**Run 1: placement density heat map**

21 x 21 tiles, from white (low) to dark blue (high), 0 to 100% covered.
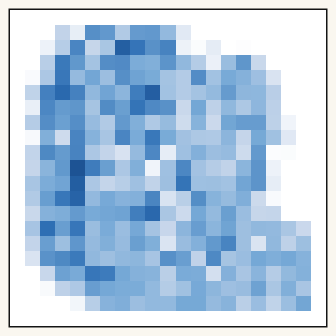
**Run 1: I/O pins on the die edge**

Pins as bars across the die edge, other pins in grey.
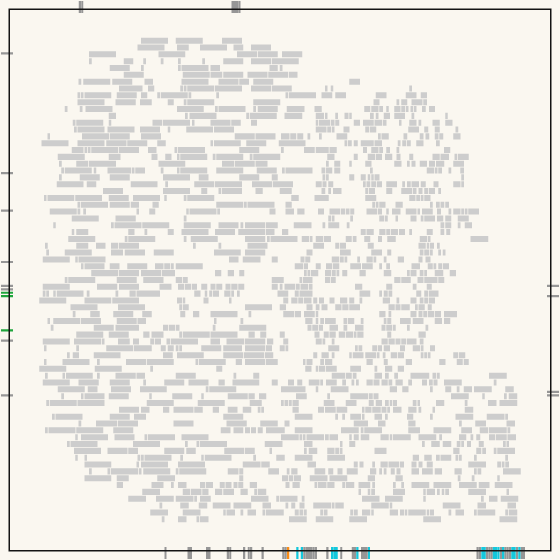
**Run 1: the metal 3 layer**

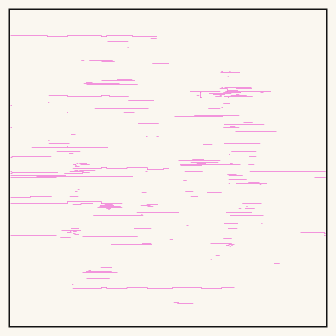
**Run 1: placed standard cells**

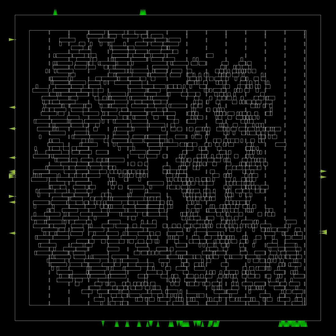
===== src/rtl/ex_stage.sv =====
// Execute stage: latches an instruction on t1, executes it on t2 against an
// 8x16 register file, and drives branch, flag and illegal-opcode outputs.
module ex_stage (
  input  logic        clk,
  input  logic        rst,
  input  logic        t1,
  input  logic        t2,
  input  logic [15:0] ir,
  input  logic [15:0] pc,
  input  logic [2:0]  rsel,
  output logic [15:0] rdata,
  output logic        jp,
  output logic [15:0] pcnew,
  output logic        zf,
  output logic        cf,
  output logic        ill,
  output logic        busy
);

  localparam int unsigned W  = 16;
  localparam int unsigned NR = 8;

  localparam logic [1:0] S_IDLE = 2'd0;
  localparam logic [1:0] S_EXE  = 2'd1;
  localparam logic [1:0] S_DONE = 2'd2;

  localparam logic [3:0] OP_NOP  = 4'h0;
  localparam logic [3:0] OP_ADD  = 4'h1;
  localparam logic [3:0] OP_SUB  = 4'h2;
  localparam logic [3:0] OP_AND  = 4'h3;
  localparam logic [3:0] OP_OR   = 4'h4;
  localparam logic [3:0] OP_XOR  = 4'h5;
  localparam logic [3:0] OP_SHL  = 4'h6;
  localparam logic [3:0] OP_SHR  = 4'h7;
  localparam logic [3:0] OP_MOVI = 4'h8;
  localparam logic [3:0] OP_JMP  = 4'h9;
  localparam logic [3:0] OP_BZ   = 4'hA;
  localparam logic [3:0] OP_BC   = 4'hB;

  logic [1:0]   state, state_n;
  logic [W-1:0] ir_q, pc_q;
  logic [W-1:0] regs [NR];

  logic [3:0]   op;
  logic [2:0]   rd, rs;
  logic [W-1:0] a, b, res, target;
  logic [W:0]   sum;
  logic         exec_en, wr_en, flag_en, cf_n, br_take, ill_set;

  assign op     = ir_q[15:12];
  assign rd     = ir_q[11:9];
  assign rs     = ir_q[8:6];
  assign a      = regs[rd];
  assign b      = regs[rs];
  assign sum    = (W+1)'(a) + (W+1)'(b);
  assign target = pc_q + {{3{ir_q[11]}}, ir_q[11:0], 1'b0};

  assign rdata   = regs[rsel];
  assign busy    = (state == S_EXE);
  assign exec_en = (state == S_EXE) && t2 && !t1;

  // Next state: t1 always restarts, t2 only completes an instruction in flight
  always_comb begin
    state_n = state;
    if (t1)
      state_n = S_EXE;
    else if (t2 && (state == S_EXE))
      state_n = S_DONE;
  end

  // Operation decode on the latched instruction
  always_comb begin
    res     = a;
    wr_en   = 1'b0;
    flag_en = 1'b0;
    cf_n    = 1'b0;
    br_take = 1'b0;
    ill_set = 1'b0;
    case (op)
      OP_NOP:  ;
      OP_ADD:  begin res = sum[W-1:0];        cf_n = sum[W];   wr_en = 1'b1; flag_en = 1'b1; end
      OP_SUB:  begin res = a - b;             cf_n = (a < b);  wr_en = 1'b1; flag_en = 1'b1; end
      OP_AND:  begin res = a & b;                              wr_en = 1'b1; flag_en = 1'b1; end
      OP_OR:   begin res = a | b;                              wr_en = 1'b1; flag_en = 1'b1; end
      OP_XOR:  begin res = a ^ b;                              wr_en = 1'b1; flag_en = 1'b1; end
      OP_SHL:  begin res = {a[W-2:0], 1'b0};  cf_n = a[W-1];   wr_en = 1'b1; flag_en = 1'b1; end
      OP_SHR:  begin res = {1'b0, a[W-1:1]};  cf_n = a[0];     wr_en = 1'b1; flag_en = 1'b1; end
      OP_MOVI: begin res = {8'h00, ir_q[7:0]};                 wr_en = 1'b1; end
      OP_JMP:  br_take = 1'b1;
      OP_BZ:   br_take = zf;
      OP_BC:   br_take = cf;
      default: ill_set = 1'b1;
    endcase
  end

  always_ff @(posedge clk) begin
    if (rst) begin
      state <= S_IDLE;
      ir_q  <= '0;
      pc_q  <= '0;
      jp    <= 1'b0;
      pcnew <= '0;
      zf    <= 1'b0;
      cf    <= 1'b0;
      ill   <= 1'b0;
      for (int i = 0; i < NR; i++) regs[i] <= '0;
    end else begin
      state <= state_n;
      if (t1) begin
        ir_q <= ir;
        pc_q <= pc;
        jp   <= 1'b0;
      end else if (exec_en) begin
        if (wr_en)   regs[rd] <= res;
        if (flag_en) begin
          zf <= (res == '0);
          cf <= cf_n;
        end
        jp <= br_take;
        if (br_take) pcnew <= target;
        if (ill_set) ill <= 1'b1;
      end
    end
  end

endmodule

===== config.mk =====
export PLATFORM = sky130hd
export DESIGN_NAME = ex_stage
export DESIGN_NICKNAME = d
export VERILOG_FILES = /design/src/rtl/ex_stage.sv
export SDC_FILE = /design/constraint.sdc
export NUM_CORES = 1
export LEC_CHECK = 0
export CAP_MARGIN = 0
export CORE_MARGIN = 10
export CORE_UTILIZATION = 35
export CTS_BUF_LIST = sky130_fd_sc_hd__clkbuf_8
export CTS_CLUSTER_SIZE = 30
export DETAILED_ROUTE_END_ITERATION = 6
export DONT_BUFFER_PORTS = 1
export GPL_ROUTABILITY_DRIVEN = 0
export HOLD_SLACK_MARGIN = 0.05
export PLACE_DENSITY_LB_ADDON = 0.08
export SYNTH_ARGS = -nofsm -noshare
export SYNTH_HDL_FRONTEND = slang
export SYNTH_SLANG_ARGS = --single-unit

===== constraint.sdc =====
create_clock -name clk -period 4.35 [get_ports clk]
set_input_delay 0.87 -clock clk [delete_from_list [all_inputs] [get_ports clk]]
set_output_delay 0.87 -clock clk [all_outputs]
set_load 0.02 [all_outputs]

==> Slide: Implementation Results, run 1 <==
Run Summary

Finish
  – Final clock-cell share: 2.85%
  – Final Cell Area: 0.0149 mm²
  – Commonest Layout Cell: nor2_1
  – Mi-comb count: 894
  – Register area: 0.00505 mm²
  – Comb gate area: 0.00761 mm²
  – Flop count: 188
  – NonClk Buf Share: 6.76%
  – Comb area share: 51.0%
  – Largest Register: regs
  – Share of cells above drive strength 1: 24.3%
  – ANT cells: 0
  – Top cells excl fill/tap: nor2_1 (241), edfxtp_1 (128), buf_4 (117), mux4_2 (90), ha_1 (62)
  – Non-clk bufs: 124

Routing
  – Met2 Routed Length: 21100 µm
  – Routed len/inst: 24.8 µm
  – Top sig layer: met4
  – Wire length on met3: 2190 µm
  – Met1 wire length: 20600 µm
  – DR DRC count: 0

Pwr
  – Seq pwr: 2030 µW
  – Pwr dens: 326 mW/mm²
  – Worst vdd ir: 0.225 mV
  – Overall power: 4870 µW
  – Comb power frac: 31.6%
  – Clk. pwr: 1290 µW
  – Clock share of power: 26.6%
  – Comb power: 1540 µW

Final timing
  – RSZ-0062 raised after global routing: false
  – Crit path time final: 4.14 ns
  – Final Hold Fails: 0
  – Final worst slack: 0.207 ns
  – Tcrit/Tclk final: 95.2%
  – Max Slew Vio Count: 0
  – Maximum clock frequency: 241 MHz

Status
  – Outcome: finished, final reports clean

GRT
  – Initial antenna violation count: 0
  – Grt met2 use: 30.5%
  – Most Crowded Layer GR: met2
  – Grt ovf: 0
  – Vias in the first global route: 10019

Synthesis
  – Yosys stat area: 0.0133 mm²
  – Area leader share: 28.9%
  – Ys flop type: edfxtp_1
  – Simple Share, Synth: 13.1%
  – Dominant comb cell: multiplexers
  – XORs/XNORs by Area: 1.05%
  – Top cells, area: edfxtp_1 (29%), mux4_2 (15%), dfxtp_1 (9.0%), nor2_1 (6.8%), ha_1 (5.9%)
  – Synth top cells by count: nor2_1 (241), edfxtp_1 (128), mux4_2 (90), ha_1 (63), a21oi_1 (62)
  – Most frequent cell after synthesis: nor2_1
  – Post-synth EDFFs: 128

Critical path
  – Biggest cell delay along the critical path: 0.55 ns
  – Setup crit end: regs[2][15]
  – Critical path depth: 16
  – Type of origin of the critical path: flop
  – Reg-to-reg slack, setup: 0.21 ns
  – Crit-path cells: buf_4 -> mux4_1 -> mux2_2 -> ha_1 -> or2_1 -> buf_4 -> nor4_1 -> a211oi_2 -> a211oi_2 -> o21ai_1 -> a31oi_1 -> mux2i_1 -> nor2_1 -> o32ai_2 -> buf_4 -> nor2_1
  – Reg2reg end: regs[2][15]
  – R2R cell count: 16
  – Worst Path Max Fanout: 9
  – Critical path required time: 4.62 ns

Clocking
  – Postcts setup bufs: 0
  – CTS tree: done
  – Clock transition at path regs: 0.11 ns
  – Clk latency late pin: 0.53 ns
  – Hold_buf cts: 0
  – Clk root buf: clkbuf_8
  – PostCTS Resize Cnt: 0
  – CTS max path bufs: 2

Floorplan
  – Chip Area: 0.0462 mm²
  – Die X: 215 µm
  – I/O pins: 76

Placement
  – Dpl hpwl: 32900 µm
  – Placed cells: 1771
  – I/O Buffers: 0

Hold path
  – HP Class: in2reg

Flow run
  – Tool Warnings: 59
## Picture notes: 'placement density heat map'
The mean over all tiles is 31%. The fullest tile reaches 86%. 28% of the tiles are nearly empty. 1.6% of the tiles are over 75% full. The emptiest ninth of the die: north-east.
Core Util, Final: 39.8%
Core Area: 0.0376 mm²
floorplan core density: 35.4%

## Picture notes: 'I/O pins on the die edge'
Cyan stands for pcnew, pins 16, direction output, edge south. Green stands for rsel, pins 3, direction input, edge west. Orange stands for rst, pins 1, direction input, edge south.
All pins by edge: 55 south, 11 west, 6 north, 4 east.

## Picture notes: 'the metal 3 layer'
113 nets have wire on it. The layer carries 2190 µm of wire. The layer holds 4.9% of the routed length.
GRT met3 Usage: 3.29%
via count: 10217
WL final: 44800 µm

## Picture notes: 'placed standard cells'
Seq/total area: 33.8%
Rows: 71
Post-Layout Cell Count: 1803
Tapcells: 511

**Run 1: clock wires, drivers and flops**

The bar under the picture is 50 µm long.
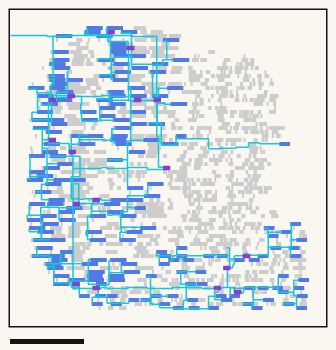

--- run 2 (diff from run 1) ---
CORE_MARGIN = unset   (was 10)
**Run 2: clock wires, drivers and flops**

The bar under the picture is 50 µm long.
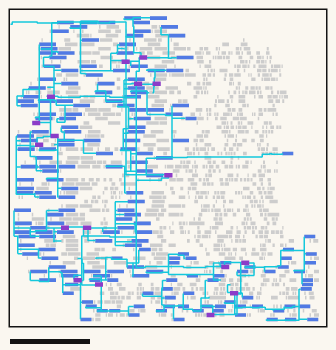
Purple stands for clock-net drivers, count 17. Cyan stands for clock wires, length 2700 µm. Blue stands for flip-flops, count 188.
Position of the flops: spread over the die. There are 18 routed clock nets.
clock share of power: 25.3%
clock skew: 0.0302 ns
Clk. pwr: 1200 µW

**Run 2: placed standard cells**

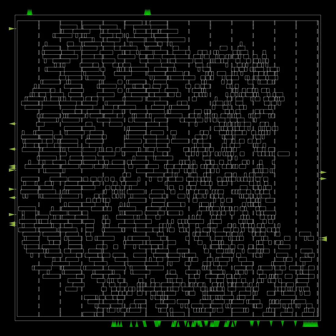
Tapcells: 504
Post-Layout Cell Count: 1785
Core Util, Final: 40.2%
fill cell count: 3722
Rows: 70

==> run 2 against run 1 <==
Sequential power is essentially flat; non-clock buffer count down 11; register-to-register slack lost 0.03 ns; combinational power about the same.
==> Slide: Implementation Results, run 2 <==
Run Summary

Pwr
  – Worst vdd ir: 0.220 mV (was 0.225 mV)
  – Seq pwr: 2030 µW (about the same)
  – Comb power frac: 32.0% (was 31.6%)
  – Pwr dens: 319 mW/mm² (was 326 mW/mm²)

Routing
  – WL final: 43800 µm (was 44800 µm)
  – DR DRC count: 0 (unchanged)
  – Via count: 10255 (was 10217)
  – Wire length on met3: 2190 µm (unchanged)
  – Top sig layer: met4 (unchanged)
  – Met2 Routed Length: 20600 µm (was 21100 µm)

Synthesis
  – XORs/XNORs by Area: 1.05% (unchanged)
  – Ys flop type: edfxtp_1 (unchanged)
  – Synth top cells by count: nor2_1 (241), edfxtp_1 (128), mux4_2 (90), ha_1 (63), a21oi_1 (62) (unchanged)
  – Dominant comb cell: multiplexers (unchanged)
  – Yosys stat area: 0.0133 mm² (unchanged)

Status
  – Outcome: finished, final reports clean (unchanged)

Finish
  – Comb gate area: 0.00764 mm² (was 0.00761 mm²)
  – NonClk Buf Share: 6.43% (was 6.76%)
  – Comb area share: 51.4% (was 51.0%)
  – Share of cells above drive strength 1: 24.0% (was 24.3%)
  – Top cells excl fill/tap: nor2_1 (241), edfxtp_1 (128), buf_4 (103), mux4_2 (90), ha_1 (62) (was nor2_1 (241), edfxtp_1 (128), buf_4 (117), mux4_2 (90), ha_1 (62))
  – Register area: 0.00505 mm² (unchanged)
  – Seq/total area: 34.0% (was 33.8%)

Final timing
  – Tcrit/Tclk final: 96.0% (was 95.2%)
  – Final Hold Fails: 0 (unchanged)
  – RSZ-0062 raised after global routing: false (unchanged)

Critical path
  – Critical path depth: 17 (was 16)
  – Reg-to-reg slack, setup: 0.18 ns (was 0.21 ns)

Clocking
  – PostCTS Resize Cnt: 0 (unchanged)
  – CTS max path bufs: 2 (unchanged)
  – Postcts setup bufs: 0 (unchanged)
  – Hold_buf cts: 0 (unchanged)

Floorplan
  – I/O pins: 76 (unchanged)
  – Chip Area: 0.0387 mm² (was 0.0462 mm²)

GRT
  – Grt ovf: 0 (unchanged)

Flow run
  – Tool Warnings: 59 (unchanged)

Hold path
  – HP Class: in2reg (unchanged)
No activity file was given, so power comes from the tool's default toggle rates.
